$ cat config.mk
export PLATFORM = sky130hd
export DESIGN_NAME = pwm_deadtime
export DESIGN_NICKNAME = d
export VERILOG_FILES = /design/src/rtl/pwm_pkg.sv /design/src/rtl/pwm_deadtime.sv
export SDC_FILE = /design/constraint.sdc
export NUM_CORES = 1
export LEC_CHECK = 0
export ABC_CLOCK_PERIOD_IN_PS = 2850
export CORE_UTILIZATION = 45
export CTS_CLUSTER_DIAMETER = 100
export DETAILED_ROUTE_END_ITERATION = 6
export PLACE_DENSITY_LB_ADDON = 0.1
export SYNTH_ARGS = -nofsm -noshare
export SYNTH_HDL_FRONTEND = slang
export SYNTH_SLANG_ARGS = --single-unit
$ cat constraint.sdc
create_clock -name clk -period 2.85 [get_ports clk]
set_input_delay 0.57 -clock clk [delete_from_list [all_inputs] [get_ports clk]]
set_output_delay 0.57 -clock clk [all_outputs]
set_load 0.01 [all_outputs]
$ cat src/rtl/pwm_pkg.sv
// Shared types for the PWM output stage: dead-time FSM states and default widths.
package pwm_pkg;

    localparam int DT_W_DEF = 8;

    typedef enum logic [2:0] {
        IDLE,
        DT_TO_H,
        HIGH,
        DT_TO_L,
        LOW,
        BREAK
    } dt_state_t;

endpackage

$ cat src/rtl/pwm_deadtime.sv
// Complementary gate driver with programmable dead time and a latching break input.
module pwm_deadtime
    import pwm_pkg::*;
#(
    parameter int DT_W = DT_W_DEF
) (
    input  logic            clk,
    input  logic            rst,
    input  logic            en,
    input  logic            wave_in,
    input  logic [DT_W-1:0] dtg,
    input  logic            brk,
    input  logic            fault_clr,
    output logic            out_h,
    output logic            out_l,
    output logic            fault
);

    dt_state_t       state, state_nxt;
    logic [DT_W-1:0] cnt, cnt_nxt;
    logic [DT_W-1:0] dt_load;

    // The entry cycle of a dead-time interval counts as the first cycle, so load N-1.
    assign dt_load = (dtg == '0) ? '0 : dtg - DT_W'(1);

    always_comb begin
        state_nxt = state;
        cnt_nxt   = cnt;
        if (brk) begin
            state_nxt = BREAK;
            cnt_nxt   = '0;
        end else if (state == BREAK) begin
            if (fault_clr) state_nxt = IDLE;
        end else if (!en) begin
            state_nxt = IDLE;
            cnt_nxt   = '0;
        end else begin
            case (state)
                IDLE: begin
                    state_nxt = wave_in ? DT_TO_H : DT_TO_L;
                    cnt_nxt   = dt_load;
                end
                HIGH: begin
                    if (!wave_in) begin
                        state_nxt = (dtg == '0) ? LOW : DT_TO_L;
                        cnt_nxt   = dt_load;
                    end
                end
                LOW: begin
                    if (wave_in) begin
                        state_nxt = (dtg == '0) ? HIGH : DT_TO_H;
                        cnt_nxt   = dt_load;
                    end
                end
                DT_TO_H: begin
                    // A reversal inside the interval swallows the pulse entirely.
                    if (!wave_in) begin
                        state_nxt = LOW;
                        cnt_nxt   = '0;
                    end else if (cnt != '0) begin
                        cnt_nxt   = cnt - DT_W'(1);
                    end else begin
                        state_nxt = HIGH;
                    end
                end
                DT_TO_L: begin
                    if (wave_in) begin
                        state_nxt = HIGH;
                        cnt_nxt   = '0;
                    end else if (cnt != '0) begin
                        cnt_nxt   = cnt - DT_W'(1);
                    end else begin
                        state_nxt = LOW;
                    end
                end
                default: begin
                    state_nxt = IDLE;
                    cnt_nxt   = '0;
                end
            endcase
        end
    end

    always_ff @(posedge clk or posedge rst) begin
        if (rst) begin
            state <= IDLE;
            cnt   <= '0;
            out_h <= 1'b0;
            out_l <= 1'b0;
            fault <= 1'b0;
        end else begin
            state <= state_nxt;
            cnt   <= cnt_nxt;
            out_h <= (state_nxt == HIGH);
            out_l <= (state_nxt == LOW);
            fault <= (state_nxt == BREAK);
        end
    end

endmodule

==> reports/README.md <==
| Metric | This run | Unit |
|---|---|---|
| Result of the run | complete, no violations | - |
| Clk buf depth | 2 | - |
| Non-clk bufs | 21 | - |
| Launch point of the critical path | dtg[4] | - |
| Number of multi-input combinational cells | 109 | - |
| VDD IR-drop max | 0.235 | mV |
| Combined area of the multi-input logic cells | 812 | µm² |
| GRT overflow | 0 | - |
| Power density normalized to cell area | 365 | mW/mm² |
| Design internal power | 0.000349 | W |
| HP Start | cnt[3] | - |
| CTS tree | built | - |
| Nets@finish | 180 | - |
| Unrepaired setup endpoints after global routing | false | - |
| Clk_skew | 0.00371 | ns |
| Number of register bits inferred by synthesis | 14 | - |
| Levels on crit path | 5 | - |
| Launch instance of the worst register-to-register path | cnt[0] | - |
| Total met3 wirelength after detailed routing | 176 | µm |
| Most common reg cell | sky130_fd_sc_hd__dfrtp_1 | - |
| Adder and majority gate portion of the synthesized area | 0.0302 | - |
| Power in sequential cells | 0.000234 | W |
| Main combinational cell family by area after synthesis | AND-OR/OR-AND gates | - |
| Post-Synthesis Net Count | 159 | - |
| Setup crit end kind | flip-flop | - |
| Register area | 350 | µm² |
| Number of inverters outside the clock class in the layout | 14 | - |
| Post-route total power | 0.000537 | W |
| Synthesized instance count | 142 | - |
| Worst R2R Setup Slack | 0.66 | ns |
| Worst hold-check slack | 0.570 | ns |
| Kind of path behind the tightest hold check | reg2reg | - |
| Met2 track utilization from global routing | 0.413 | - |
| Main area contributors after synthesis | sky130_fd_sc_hd__dfrtp_1 28%, sky130_fd_sc_hd__a211oi_1 4.2%, sky130_fd_sc_hd__inv_1 4.2% | - |
| Endpoint arrival time on the critical path | 2.52 | ns |
| Global-route wire length before repair | 5180 | µm |
| Leak Pwr | 0.602 | nW |
| Count of final hold-check violations | 0 | - |
| Biggest power consumer among the groups | registers | - |
| Post-synthesis share of cell area spent on and, or, nand and nor gates | 0.295 | - |
| Slowest stage delay, CP | 0.70 | ns |
| Max Fanout on Critical Path | 8 | - |
| Non-clock buffering overhead in the final layout | 0.134 | - |
| Max reg flops | 8 | - |
| Gpl congestion | 0.855 | - |
| Switching power summed over all nets | 0.000188 | W |
| Proportion of power drawn by combinational gates | 0.352 | - |
| Routed wire length per instance | 16.3 | µm |
| Combinational group power | 0.000189 | W |
| Final Slew Violations | 0 | - |
| Cell with the biggest individual delay on the critical path | sky130_fd_sc_hd__or4_1 | - |
| Nature of the critical path startpoint | input pin | - |
| Clk root buf | sky130_fd_sc_hd__clkbuf_4 | - |
| Count of buffering cells on the critical path with inverters included | 1 | - |
| Worst slew margin | 0.592 | - |
| Total global-route track usage | 0.248 | - |
| Final WS setup | 0.503 | ns |
| # Cells Yosys | 142 | - |
| Clock edge transition at the registers on the reported setup and hold paths | 0.08 | ns |
| Fill count | 244 | - |
| Max-Cap Viols | 0 | - |
| Ratio of final minimum period to clock period | 0.823 | - |
| Proportion of synthesized chip area in sequential cells | 0.282 | - |
| Yosys stat chip area | 0.00124 | mm² |
| WHS Endpoint | cnt[3] | - |
| Critical path data required time | 3.03 | ns |
| Actual transition at the worst max-transition pin | 0.608 | ns |
| Count of warning messages emitted by the tools | 27 | - |
| Post-synthesis share of cell area spent on and-or and or-and gates | 0.298 | - |
| Later-pin clock latency in the skew report | 0.29 | ns |
| Dpl hpwl | 2390 | µm |
| Placed standard-cell area | 0.00145 | mm² |
| Final setup violation count | 0 | - |
| Top layer in use | met4 | - |
| Top logic cells by instance count in the layout | 16 x sky130_fd_sc_hd__clkdlybuf4s50_1, 14 x sky130_fd_sc_hd__inv_1, 14 x sky130_fd_sc_hd__dfrtp_1 | - |
| Clock buffers created by TritonCTS | 3 | - |
| Fraction of met3 tracks used by global routing | 0.0417 | - |
| Vias in the first global route | 1151 | - |
| Number of nets with antenna violations after routing | 0 | - |
| Number of detailed-route iterations in the first pass | 4 | - |
| Layout-stage area growth over the synthesis result | 18.5 | % |
| XOR Share, Synth | 0.0211 | - |
Signal wires on met2:
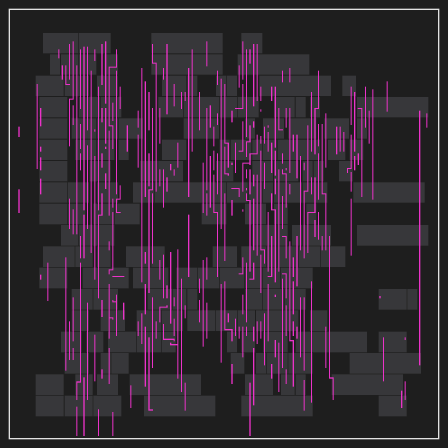
share of all routed wire: 47%
nets with wire on the layer: 157
longest straight run: 32.3 µm
main direction: vertical
wire length on this layer: 1460 µm

Sequential cells coloured by netlist name:
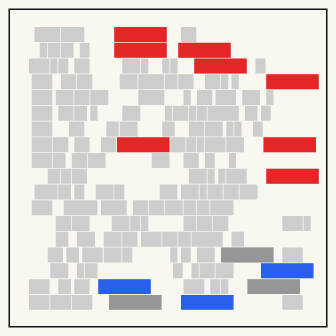
| colour | name in the netlist | placed flops |
|---|---|---|
| blue | state | 3 |
| red | cnt | 8 |
not coloured: 3

M1 wires:
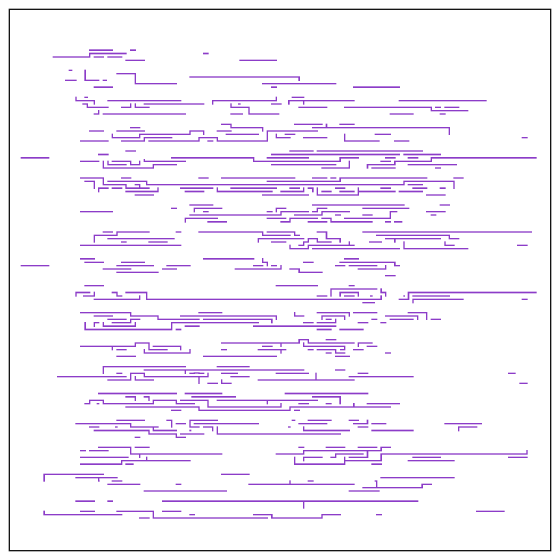
share of all routed wire: 46%
longest straight run: 26.0 µm
overall via count from detail_route: 1230
Total Routed Length: 3110 µm
Global Route met1 Usage: 0.317

Placed standard cells:
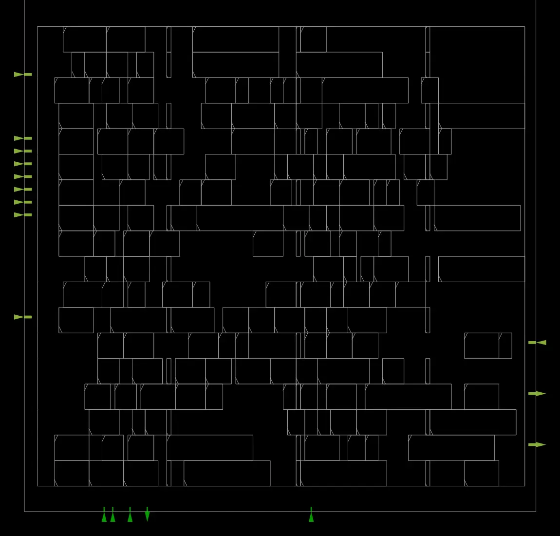
core area: 0.00254 mm²
flip-flop and latch count: 14

Placement density heat map:
11 x 11 tiles, from white (low) to dark blue (high), 0 to 100% covered.
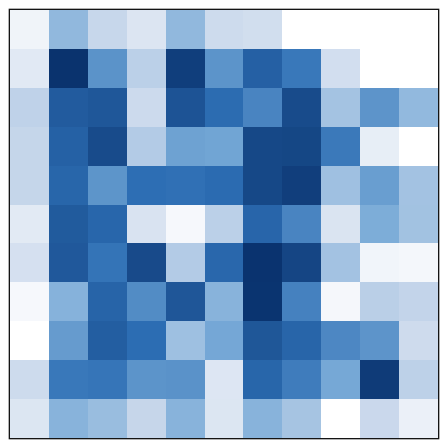
mean over tiles: 48%
emptiest ninth of the die: north-east
fullest tile: 99%
tiles over 75% full: 28%
nearly empty tiles: 7.4%
core utilization at floorplan: 0.488
final standard cell utilization of the core: 0.579

Power and IR drop assume default switching activity.
